[src/rtl/sonar_echo_timer.sv]
// rtl/sonar_echo_timer.sv - sonar trigger generator and echo width timer with tick prescaler
// Optional macro SONAR_ECHO_SYNC_EN adds a two-flop synchroniser on the echo pin.
module sonar_echo_timer #(
  parameter int WIDTH         = 32,
  parameter int CLKS_PER_TICK = 50,
  parameter int TRIG_TICKS    = 10,
  parameter int TIMEOUT_TICKS = 38000
) (
  input  logic             clk,
  input  logic             reset,
  input  logic             start,
  input  logic             abort,
  input  logic             echo,
  output logic             trig,
  output logic             busy,
  output logic             done,
  output logic             timeout,
  output logic [WIDTH-1:0] width
);

  localparam int PW   = $clog2(CLKS_PER_TICK);
  localparam int MAXT = (TRIG_TICKS > TIMEOUT_TICKS) ? TRIG_TICKS : TIMEOUT_TICKS;
  localparam int CW   = $clog2(MAXT + 1);

  localparam logic [PW-1:0]    PRESC_LAST = PW'(CLKS_PER_TICK - 1);
  localparam logic [CW-1:0]    TRIG_LAST  = CW'(TRIG_TICKS - 1);
  localparam logic [CW-1:0]    TO_LAST    = CW'(TIMEOUT_TICKS - 1);
  localparam logic [WIDTH-1:0] WIDTH_LAST = WIDTH'(TIMEOUT_TICKS - 1);

  typedef enum logic [2:0] {
    S_IDLE,
    S_TRIG,
    S_WAIT_RISE,
    S_MEASURE,
    S_DONE
  } state_e;

  state_e           state_q, state_d;
  logic [PW-1:0]    presc_q, presc_d;
  logic [CW-1:0]    tick_cnt_q, tick_cnt_d;
  logic [WIDTH-1:0] width_q, width_d;
  logic             timeout_q, timeout_d;
  logic             echo_p_q;
  logic             echo_s;
  logic             rise, fall, tick;
  logic [PW-1:0]    presc_adv;

`ifdef SONAR_ECHO_SYNC_EN
  logic [1:0] sync_q;

  always_ff @(posedge clk or negedge reset) begin
    if (!reset) begin
      sync_q <= '0;
    end else begin
      sync_q <= {sync_q[0], echo};
    end
  end

  assign echo_s = sync_q[1];
`else
  assign echo_s = echo;
`endif

  assign rise      = echo_s & ~echo_p_q;
  assign fall      = ~echo_s & echo_p_q;
  assign tick      = (presc_q == PRESC_LAST);
  assign presc_adv = tick ? '0 : presc_q + 1'b1;

  always_ff @(posedge clk or negedge reset) begin
    if (!reset) begin
      state_q    <= S_IDLE;
      presc_q    <= '0;
      tick_cnt_q <= '0;
      width_q    <= '0;
      timeout_q  <= 1'b0;
      echo_p_q   <= 1'b0;
    end else begin
      state_q    <= state_d;
      presc_q    <= presc_d;
      tick_cnt_q <= tick_cnt_d;
      width_q    <= width_d;
      timeout_q  <= timeout_d;
      echo_p_q   <= echo_s;
    end
  end

  always_comb begin
    state_d    = state_q;
    presc_d    = presc_q;
    tick_cnt_d = tick_cnt_q;
    width_d    = width_q;
    timeout_d  = timeout_q;
    case (state_q)
      S_IDLE: begin
        if (start && !abort) begin
          state_d    = S_TRIG;
          presc_d    = '0;
          tick_cnt_d = '0;
          width_d    = '0;
          timeout_d  = 1'b0;
        end
      end
      S_TRIG: begin
        presc_d = presc_adv;
        if (tick) begin
          if (tick_cnt_q == TRIG_LAST) begin
            state_d    = S_WAIT_RISE;
            presc_d    = '0;
            tick_cnt_d = '0;
          end else begin
            tick_cnt_d = tick_cnt_q + 1'b1;
          end
        end
      end
      S_WAIT_RISE: begin
        presc_d = presc_adv;
        // A rise beats a timeout tick landing on the same cycle.
        if (rise) begin
          state_d = S_MEASURE;
          presc_d = PW'(1);
          width_d = '0;
        end else if (tick) begin
          if (tick_cnt_q == TO_LAST) begin
            state_d   = S_DONE;
            timeout_d = 1'b1;
            width_d   = '0;
          end else begin
            tick_cnt_d = tick_cnt_q + 1'b1;
          end
        end
      end
      S_MEASURE: begin
        if (echo_s) begin
          presc_d = presc_adv;
          if (tick) begin
            width_d = width_q + 1'b1;
          end
        end
        if (echo_s && tick && (width_q == WIDTH_LAST)) begin
          state_d   = S_DONE;
          timeout_d = 1'b1;
        end else if (fall) begin
          state_d = S_DONE;
        end
      end
      S_DONE: begin
        state_d = S_IDLE;
      end
      default: begin
        state_d = S_IDLE;
      end
    endcase
    if (abort && (state_q != S_IDLE)) begin
      state_d    = S_IDLE;
      presc_d    = '0;
      tick_cnt_d = '0;
      width_d    = '0;
      timeout_d  = 1'b0;
    end
  end

  always_comb begin
    trig    = (state_q == S_TRIG);
    busy    = (state_q == S_TRIG) || (state_q == S_WAIT_RISE) || (state_q == S_MEASURE);
    done    = (state_q == S_DONE);
    timeout = timeout_q;
    width   = width_q;
  end

endmodule

[config.mk]
export PLATFORM = sky130hd
export DESIGN_NAME = sonar_echo_timer
export DESIGN_NICKNAME = d
export VERILOG_FILES = /design/src/rtl/sonar_echo_timer.sv
export SDC_FILE = /design/constraint.sdc
export NUM_CORES = 1
export LEC_CHECK = 0
export CORE_AREA = 5 5 100 102
export CTS_CLUSTER_SIZE = 20
export DETAILED_ROUTE_END_ITERATION = 8
export DIE_AREA = 0 0 105 107
export RECOVER_POWER = 100
export SETUP_SLACK_MARGIN = 0.02
export SYNTH_ARGS = -nofsm -noshare
export SYNTH_HDL_FRONTEND = slang
export SYNTH_SLANG_ARGS = --single-unit
[constraint.sdc]
create_clock -name clk -period 4.6 [get_ports clk]
set_input_delay 1.15 -clock clk [delete_from_list [all_inputs] [get_ports clk]]
set_output_delay 1.15 -clock clk [all_outputs]
set_load 0.1 [all_outputs]
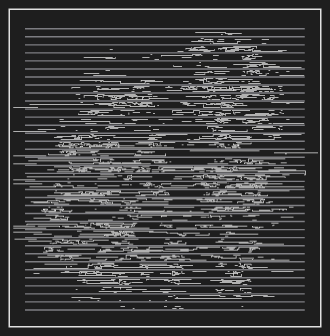
**Above:** metal 1.
Supply wires on this layer in grey.
share of all routed wire	47%
wire length on this layer	4360 um
nets with wire on the layer	430
longest straight run	30.4 um

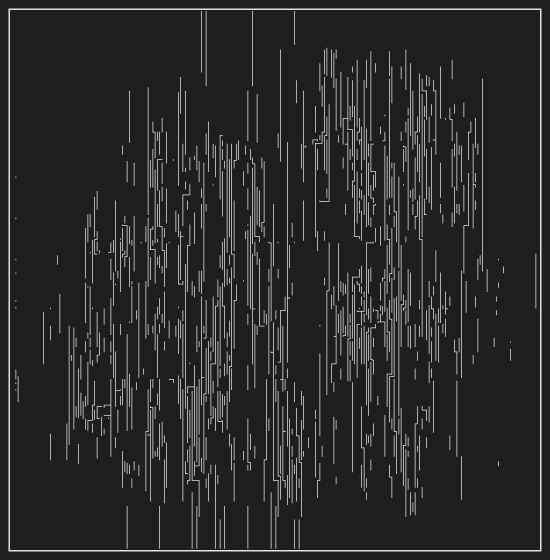
**Above:** signal wires on met2.
longest straight run	43.5 um
main direction	vertical
nets with wire on the layer	380
wire length on this layer	4300 um

==> qor.yml <==
drt:
  detailroute.via_count: 3345
yosys:
  synth.avg_cell_area_um2: 8.379
  mappedNetlistNets: 429
  yosys-stat-cells: 419
  most_common_cell: "o21ai_0"
  ys_top_cells_by_count: "o21ai_0, dfrtp_1, nor2_1"
  synthArstFlopShare: 1.000
  post_synth_num_cell_types: 45
  synth_warnings: 0
  synth_cells: 419
  ys_area_mm2: 0.003511
worst_setup_path:
  crit_path_cell_trace: "dlygate4sd3_1 > nor2b_1 > or4_1 > o21ai_0 > or3_1 > buf_4 > o21ai_0 > o21ai_0"
  r2r_slack_ns: 1.58
  start_kind: "primary input"
  crit_slowest_cell: "dlygate4sd3_1"
  r2r.worst_path.cells: 7
  worst_r2r_startpoint: "presc_q[1]$_DFFE_PN0P_"
  worst_ep_arrival_time_ns: 3.93
  criticalPathCategory: "primary input to register"
floorplanning:
  ios: 41
  die.size.y_um: 107
  fp.coreArea_mm2: 0.009021
min_path:
  min_path_type: "register to register"
  hold_depth: 1
  min_from: "width[22]$_DFFE_PN0P_"
outcome:
  violations: "max-capacitance violations, max-slew violations"
  result_of_the_run: "complete, but fails checks"
timing:
  fin_worst_skew_ns: 0.01181
  period_needed_ns: 3.679
  hold_violations: 0
  achievable-frequency_mhz: 271.8
  worst_slew_margin_rel: -0.2326
  period_used_share: 0.7998
  report.final.slew_viol_count: 35
layout:
  most_frequent_logic_cell_in_the_layout: "o21ai_0"
  num-nets-final: 469
  layout_top_cells_excl_fill_tap: "o21ai_0, dfrtp_1, nor2_1"
  synthToLayoutAreaGrowth_pct: 19.67
  stdcell_count: 575
  layout.cell_area.non_filler_mm2: 0.004202
grt:
  antenna_violations_before_repair: 0
  overflow: 0
  gr-usage-all-layers: 0.1695
  grt_first_pass_wirelength_um: 15810
  via_count_of_the_first_global_routing_pass: 3262
clocking:
  cts-htree-levels: 3
  cts_repair_resize_count: 0
  holdBufCountCts: 0
  path_clk_slew_ns: 0.06
  cts.repair_timing.setup_buffer_count: 0
  cts_tree: "built"
  cts_sinks: 59
  cts_buffers: 9
place:
  post-place-cells: 559
  placement.io_buffers: 40
  detailedPlacementHpwl_um: 6483
  globalplace.congestion: 0.8786
power:
  ir_worst_vdd_mv: 0.2145
  switching_share: 0.4258
  cellInternalPower_uw: 973.9
  cellLeakagePower_nw: 1.804
  pwr-share-comb: 0.357
job:
  stage_log_warnings: 28
  drv_cap: 1
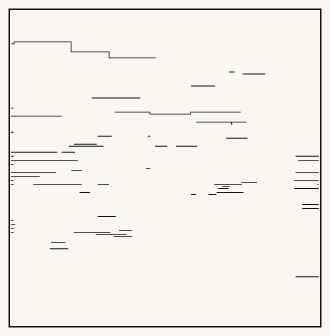
**Above:** signal wires on met3.
nets with wire on the layer	49
main direction	horizontal
wire length on this layer	445 um
longest straight run	22.3 um

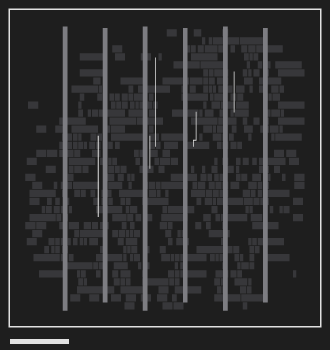
**Above:** the metal 4 layer.
The bar under the picture is 20 um long. Supply wires on this layer in grey. Cells faint in the background.
share of all routed wire	1.0%
longest straight run	29.9 um
main direction	vertical
nets with wire on the layer	3

power groups by stage:
stage | registers [mW] | logic (mW) | clock network, mW
after floorplan | 0.620 | 0.467 | 0
after global placement | 0.623 | 0.610 | 0
after detailed placement | 0.622 | 0.624 | 0
after CTS | 0.612 | 0.627 | 0.489
after global routing | 0.623 | 0.670 | 0.511
final | 0.613 | 0.606 | 0.477
metal layers:
layer | vias up | part of all wire
met3 | 11 | 0.048
li1 | 1651 | -
met5 | - | 0
met4 | 0 | 0.010
met2 | 92 | 0.47
met1 | 1591 | 0.47
flip-flops by register name, summed over array words and instances (netlist names):
register	flops
tick_cnt_q	16
timeout	1
state_q	3
width	32
presc_q	6
echo_p_q	1
through the flow:
stage	power (mW)	hold slack (ns)	setup slack (ns)
2_1_floorplan	1.087	0.4755	1.381
3_3_place_gp	1.233	0.5195	0.7831
3_5_place_dp	1.245	0.5205	0.6829
4_1_cts	1.728	0.5359	0.9820
5_1_grt	1.804	0.5576	0.4276
6_report	1.696	0.5357	0.9208
cells by family (layout without fill, tap and decap cells):
kind of cell,Yosys count,after routing,synth area share
compound gates,126,126,0.2042
xor+xnor,7,7,0.01746
fa+ha+maj,5,5,0.01782
buf+inv,26,71,0.02922
flops,59,59,0.4205
mux,1,1,0.003207
simple gates,195,195,0.3076
final cells by class:
type	instances	area, um2
Tap cell	111	138.9
Fill cell	880	4820
Timing Repair Buffer	46	431.7
Multi-Input combinational cell	334	1927
Clock buffer	11	141.4
Inverter	9	33.78
Clock inverter	5	52.55
Sequential cell	59	1476
worst reg2reg max path, stage by stage (launching register included):
cell     delay [ns]
dfrtp_1        0.42
inv_1          0.07
ha_1           0.15
nand4_1        0.39
o21ai_2        0.51
nand2_1        0.26
nor3_1         0.94
nor2_1         0.12
Power and IR drop assume default switching activity.
